--- config.mk ---
export PLATFORM = sky130hd
export DESIGN_NAME = fetch_queue_mw
export DESIGN_NICKNAME = d
export VERILOG_FILES = /design/src/rtl/fetch_queue_mw.sv
export SDC_FILE = /design/constraint.sdc
export NUM_CORES = 1
export LEC_CHECK = 0
export CAP_MARGIN = 10
export CORE_MARGIN = 10
export CORE_UTILIZATION = 50
export CTS_CLUSTER_SIZE = 12
export DETAILED_ROUTE_END_ITERATION = 6
export PLACE_DENSITY = 0.7
export RECOVER_POWER = 25
export SYNTH_ARGS = -nofsm -noshare
export SYNTH_HDL_FRONTEND = slang
export SYNTH_SLANG_ARGS = --single-unit
export TNS_END_PERCENT = 10
--- constraint.sdc ---
create_clock -name clock -period 17.1 [get_ports clock]
set_input_delay 2.565 -clock clock [delete_from_list [all_inputs] [get_ports clock]]
set_output_delay 2.565 -clock clock [all_outputs]
set_load 0.02 [all_outputs]
--- src/rtl/fetch_queue_mw.sv ---
// Multi-width circular instruction fetch queue between fetch and decode/dispatch.
// Handles non-power-of-two depth, flush-with-refill, input clamping and sticky protocol-error flags.
module fetch_queue_mw #(
    parameter int IN_W    = 2,
    parameter int OUT_W   = 2,
    parameter int DEPTH   = 8,
    parameter int ENTRY_W = 32,
    localparam int IW = $clog2(IN_W + 1),
    localparam int OW = $clog2(OUT_W + 1),
    localparam int PW = (DEPTH > 1) ? $clog2(DEPTH) : 1,
    localparam int CW = $clog2(DEPTH + 1)
) (
    input  logic                     clock,
    input  logic                     reset,
    input  logic [IN_W*ENTRY_W-1:0]  in_data,
    input  logic [IW-1:0]            in_count,
    output logic [IW-1:0]            in_spots,
    input  logic                     flush,
    output logic [OUT_W*ENTRY_W-1:0] out_data,
    output logic [OW-1:0]            out_count,
    input  logic [OW-1:0]            deq_count,
    output logic [CW-1:0]            occupancy,
    output logic                     err_overflow,
    output logic                     err_underflow
);

    logic [ENTRY_W-1:0] storage_q [DEPTH];
    logic [PW-1:0]      head_q, head_d;
    logic [PW-1:0]      tail_q, tail_d;
    logic [CW-1:0]      occupancy_q, occupancy_d;
    logic               errOverflow_q, errOverflow_d;
    logic               errUnderflow_q, errUnderflow_d;

    int occI;
    int spots;
    int outCnt;
    int acc;
    int effDeq;

    function automatic int minI(input int a, input int b);
        return (a < b) ? a : b;
    endfunction

    // One extra bit of headroom plus conditional subtract keeps wrap correct for any DEPTH.
    function automatic logic [PW-1:0] ptrAdd(input logic [PW-1:0] p, input int n);
        logic [PW:0] s;
        s = (PW+1)'(p) + (PW+1)'(n);
        if (s >= (PW+1)'(DEPTH)) begin
            s = s - (PW+1)'(DEPTH);
        end
        return s[PW-1:0];
    endfunction

    always_comb begin
        occI   = int'(occupancy_q);
        spots  = flush ? minI(IN_W, DEPTH) : minI(IN_W, DEPTH - occI);
        outCnt = minI(occI, OUT_W);
        acc    = minI(int'(in_count), spots);
        effDeq = flush ? 0 : minI(int'(deq_count), outCnt);

        in_spots  = IW'(spots);
        out_count = OW'(outCnt);
        out_data  = '0;
        for (int i = 0; i < OUT_W; i++) begin
            if (i < outCnt) begin
                out_data[i*ENTRY_W +: ENTRY_W] = storage_q[ptrAdd(head_q, i)];
            end
        end

        // On flush the stored contents vanish but this cycle's refill from the corrected path survives.
        tail_d         = ptrAdd(tail_q, acc);
        head_d         = flush ? tail_q : ptrAdd(head_q, effDeq);
        occupancy_d    = flush ? CW'(acc) : CW'(occI + acc - effDeq);
        errOverflow_d  = errOverflow_q | (int'(in_count) > spots);
        errUnderflow_d = errUnderflow_q | (!flush && (int'(deq_count) > outCnt));
    end

    always_ff @(posedge clock) begin
        if (reset) begin
            for (int d = 0; d < DEPTH; d++) begin
                storage_q[d] <= '0;
            end
            head_q         <= '0;
            tail_q         <= '0;
            occupancy_q    <= '0;
            errOverflow_q  <= 1'b0;
            errUnderflow_q <= 1'b0;
        end else begin
            for (int i = 0; i < IN_W; i++) begin
                if (i < acc) begin
                    storage_q[ptrAdd(tail_q, i)] <= in_data[i*ENTRY_W +: ENTRY_W];
                end
            end
            head_q         <= head_d;
            tail_q         <= tail_d;
            occupancy_q    <= occupancy_d;
            errOverflow_q  <= errOverflow_d;
            errUnderflow_q <= errUnderflow_d;
        end
    end

    assign occupancy     = occupancy_q;
    assign err_overflow  = errOverflow_q;
    assign err_underflow = errUnderflow_q;

endmodule

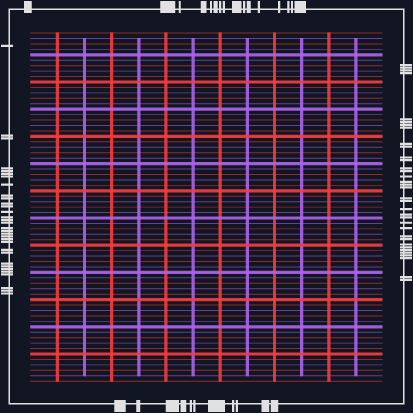
**Above:** run 1 (PDN straps and rails).
Drawn at 2 px/um. Pins as bars on the die edge.
Key: VSS = red; VDD = purple
12 straps on met5. 145 signal pins sit on the boundary.

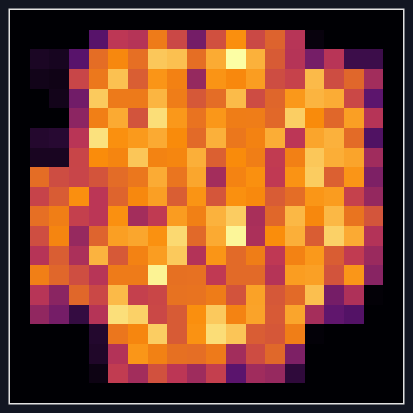
**Above:** run 1 (cell area per tile).
Drawn at 2 px/um. 20 x 20 tiles, from black (low) to pale yellow (high), 0 to 100% covered.
The mean over all tiles is 45%. The emptiest ninth of the die: south-east. 27% of the tiles are nearly empty. The fullest tile reaches 100%. 22% of the tiles are over 75% full.

==> results.txt, run 1 <==
Die Wd - 196.5 um
initial antenna violation count - 0
status - finished, violations left
Post-Syn Area - 0.01557 sq mm
Fin. Hold Viols - 0
Yosys Chip Area - 0.01557 sq mm
Max Cap Violations - 5
Layout Skew - 17.67 ps
Antenna Nets Post-Route - 0
area added between synthesis and finish - 15.14%
worst reg2reg startpoint - occupancy[0]
Sequential Area - 0.007943 sq mm
Yosys Instances - 1203
failing checks - capacitance limit, slew limit
HP Class - reg -> reg
Slew Limit Fails - 285
Hold Startpoint - err_underflow
crit path from - flush
post-route insts no fill - 1690
Synth Register Bits - 268
post-route cell area - 0.01793 sq mm
GRT Total Usage - 22.25%
post-layout net count - 1367
Ys Warns - 0
CP Class - in -> reg
Design Power - 3620 uW
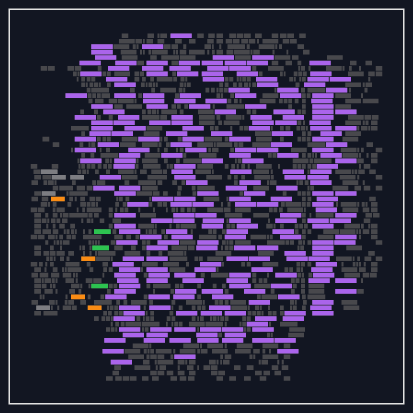
**Above:** run 1 (sequential cells grouped by signal name).
Drawn at 2 px/um. Other sequential cells in the stronger grey, the rest of the logic in the fainter grey.
Key: storage_q = purple [sequential cells 256]; head_q = green [sequential cells 3]; occupancy = orange [sequential cells 4]
Another 5 sequential cells are not coloured.

-- run 1: cells in the final DEF, fill, tap and decap left out, drive strengths merged, types with 3 or more instances in the layout --
cell           count
a21oi             38
a22oi              8
buf               18
clkbuf            42
clkdlybuf4s50    119
clkinv             9
dfxtp             12
dlygate4sd3       25
edfxtp           256
fa                 5
ha                14
inv               17
mux2i             34
mux4             128
nand2            132
nand2b            64
nor2              52
nor2b              9
nor3               8
o2111ai            3
o21ai              6
o22ai            256
xnor2              6
xor2               5
-- run 1: routing by layer --
layer / wire length (um) / part of all wire [%] / up-vias
li1: - / - / 5010
met1: 16710 / 37 / 5716
met2: 22110 / 49 / 721
met3: 4750 / 11 / 73
met4: 1120 / 2.5 / 0
met5: 0 / 0 / -
**Run 1: clock wiring as the flow saved it**

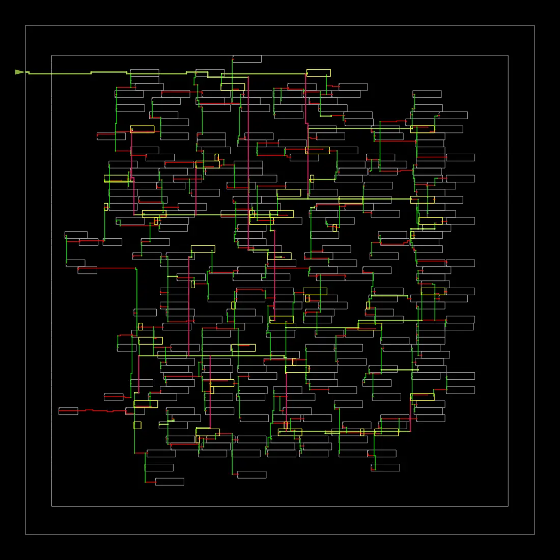

## Run 2: what changed since run 1
==> constraint.sdc (replaced) <==
create_clock -name clock -period 10 [get_ports clock]
set_input_delay 1.5 -clock clock [delete_from_list [all_inputs] [get_ports clock]]
set_output_delay 1.5 -clock clock [all_outputs]
set_load 0.02 [all_outputs]
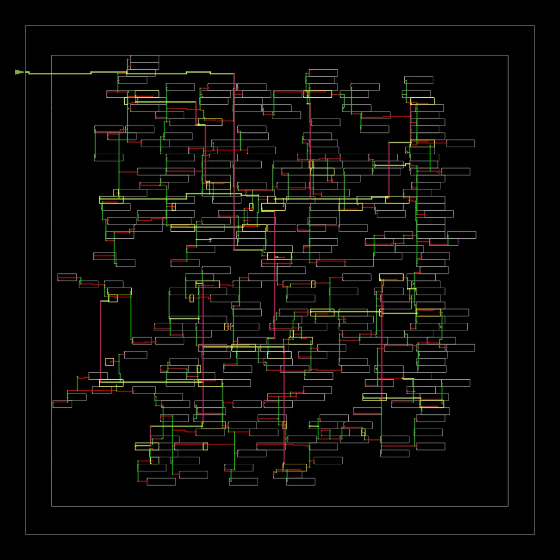
**Above:** run 2 (clock wiring as the flow saved it).
TritonCTS buffer count: 29
clock sinks: 268
clock insertion delay at the later pin of the skew report: 560 ps

==> results.txt, run 2 <==
met3 WL post-DR - 4445 um (-6.4%)
stages on the worst setup path - 16
post-layout net count - 1368 (+0.073%)
Highest Signal Layer - met4
IO buf count - 144
post-route cell area - 0.01795 sq mm (about the same)
top logic cells by instance count in the layout - o22ai_1, edfxtp_1, nand2_1
Slew HR - -150.4%
TritonCTS clock tree - done
FF-to-FF setup slack - 1970 ps
Layout Skew - 17.34 ps (-0.3310 ps)
Fin. Hold Viols - 0 (unchanged)
worst reg2reg startpoint - occupancy[0]
area added between synthesis and finish - 15.25% (about the same)
post-route insts no fill - 1691 (+0.059%)
post-CTS setup buffer count - 0
Post-Syn Area - 0.01557 sq mm (unchanged)
crit path time final - 8027 ps
status - finished, violations left
initial antenna violation count - 0 (unchanged)
Placed Area - 0.01718 sq mm
Initial DRT Pass Iterations - 6
Ys Warns - 0 (unchanged)
Yosys Instances - 1203 (unchanged)
Worst Max-Slew Pin Slew - 3751 ps
Slew Limit Fails - 199 (-30%)
CP Class - reg -> reg
Yosys Chip Area - 0.01557 sq mm (unchanged)
Design Power - 6188 uW (+71%)
met2 wire len - 22160 um (+0.25%)
Max Cap Violations - 4 (-1)
crit path from - occupancy[0]
GRT Total Usage - 22.63% (+0.37 points)
failing checks - capacitance limit, slew limit
Antenna Nets Post-Route - 0 (unchanged)
Hold Startpoint - err_underflow
# rows - 64
AND/OR/NAND/NOR Cells, Area Fraction - 8.308%
Synth Register Bits - 268 (unchanged)
HP Class - reg -> reg
critical path endpoint - storage_q[3][4]
sequential area share after synthesis - 50.91%
Die Wd - 196.5 um (unchanged)
Logic family by area - multiplexers
FILL cells - 2415
M1 WL - 16920 um (+1.3%)
DRC Markers - 0
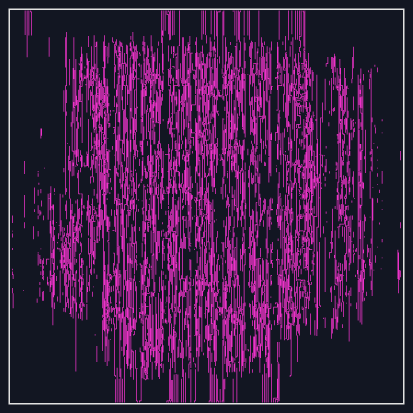
**Above:** run 2 (metal 2).
Drawn at 2 px/um.
1218 nets have wire on it. The layer carries 22.2 mm of wire. The layer holds 49% of the routed length. The wires run mostly vertical.

run 2: cell families after synthesis:
kind of cell               after synthesis
other                                    1
DFF                                    268
adders and majority gates               19
muxes                                  162
buffers and inverters                  140
xor gates and xnor gates                11
and+or+nand+nor                        278
AOI/OAI and AO/OA                      324
run 2: layout make-up:
type                            instances  area [sq um]  share of cell area, %
Sequential cell                       268          7939                  44.23
Clock inverter                         11         65.06                 0.3625
Inverter                               17         63.81                 0.3555
Tap cell                              396         495.5                  2.761
Timing Repair Buffer                  167          1610                  8.972
Multi-Input combinational cell        795          7018                  39.10
Clock buffer                           37         755.7                  4.211
**Run 2: sequential cells grouped by signal name**

Drawn at 2 px/um. Other sequential cells in the stronger grey, the rest of the logic in the fainter grey.
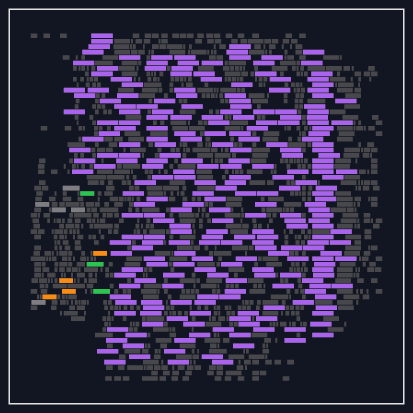

## Run 3: what changed since run 2
==> constraint.sdc (replaced) <==
create_clock -name clock -period 7.7 [get_ports clock]
set_input_delay 1.155 -clock clock [delete_from_list [all_inputs] [get_ports clock]]
set_output_delay 1.155 -clock clock [all_outputs]
set_load 0.02 [all_outputs]
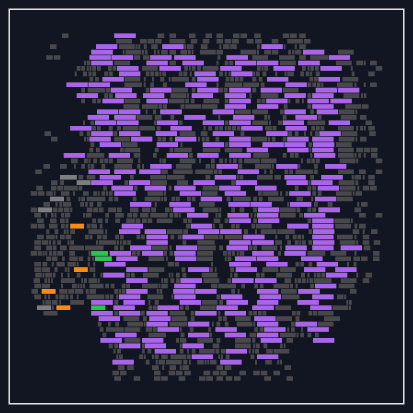
**Above:** run 3 (sequential cells grouped by signal name).
Drawn at 2 px/um. Other sequential cells in the stronger grey, the rest of the logic in the fainter grey.
Key: storage_q = purple [sequential cells 256]; head_q = green [sequential cells 3]; occupancy = orange [sequential cells 4]
Another 5 sequential cells are not coloured.

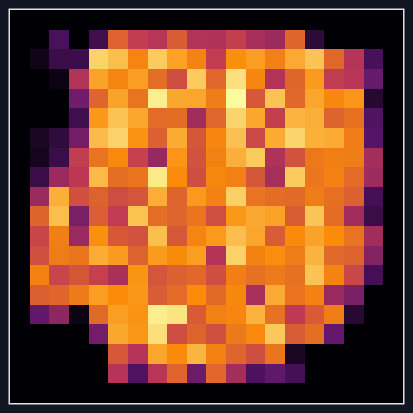
**Above:** run 3 (cell area per tile).
Drawn at 2 px/um. 20 x 20 tiles, from black (low) to pale yellow (high), 0 to 100% covered.
The fullest tile reaches 99%. 27% of the tiles are nearly empty. The mean over all tiles is 45%. The emptiest ninth of the die: south-east.

==> results.txt, run 3 <==
Max Cap Violations - 5 (+1)
failing checks - capacitance limit, slew limit
clock sinks - 268 (unchanged)
NonClk Buf Share - 9.056% (+0.084 points)
Slew Limit Fails - 237 (+19%)
clk cell area share - 4.535% (-0.038 points)
M1 WL - 16550 um (-2.2%)
Non-clock inverters - 17 (unchanged)
TritonCTS buffer count - 29 (unchanged)
Antenna Nets Post-Route - 0 (unchanged)
logic share of the area - 39.09% (about the same)
Post-Syn Area - 0.01557 sq mm (unchanged)
tap cells - 396 (unchanged)
crit path time final - 6687 ps (-1340 ps)
post-route insts no fill - 1694 (+0.18%)
Sequential Area - 0.007939 sq mm (unchanged)
number of clock buffers in the layout - 35 (-5.4%)
clock insertion delay at the later pin of the skew report - 540 ps (-20 ps)
worst reg2reg startpoint - occupancy[0]
Synth Register Bits - 268 (unchanged)
Ys Warns - 0 (unchanged)
HP Class - reg -> reg
Highest Signal Layer - met4
critical path endpoint - storage_q[5][23]
IO buf count - 144 (unchanged)
post-layout net count - 1369 (+0.073%)
status - finished, violations left
TritonCTS clock tree - done
stages on the worst setup path - 17 (+1)
met2 wire len - 22170 um (about the same)
Layout Skew - 14.24 ps (-3.099 ps)
seq_cells - 268 (unchanged)
Leading cell kind - registers
DRC Markers - 0 (unchanged)
crit path from - occupancy[0]
area added between synthesis and finish - 15.34% (about the same)
top logic cells by instance count in the layout - o22ai_1, edfxtp_1, nand2_1
Initial DRT Pass Iterations - 5 (-1)
met3 WL post-DR - 5229 um (+18%)
logic area - 0.007022 sq mm (about the same)
[run 3: cell counts after synthesis]
Identical to the previous run, type by type.
[run 3: metrics by stage]
step / setup WS [ps] / hold slack (ps)
after detailed placement: 1719 / 469.9
final: 1013 / 473.6
after CTS: 1685 / 490.1
after global routing: 655.9 / 516.2
after global placement: 1948 / 463.2
after floorplan: 1495 / 554.9
[run 3: logic make-up (layout without fill, tap and decap cells)]
| family | after synthesis | count (layout) |
|---|---|---|
| compound gates | 324 | 324 |
| xor+xnor | 11 | 11 |
| fa+ha+maj | 19 | 19 |
| buf+inv | 140 | 235 |
| flops | 268 | 268 |
| mux | 162 | 162 |
| other cells | 1 | 1 |
| simple gates | 278 | 278 |
No activity file was given, so power comes from the tool's default toggle rates.
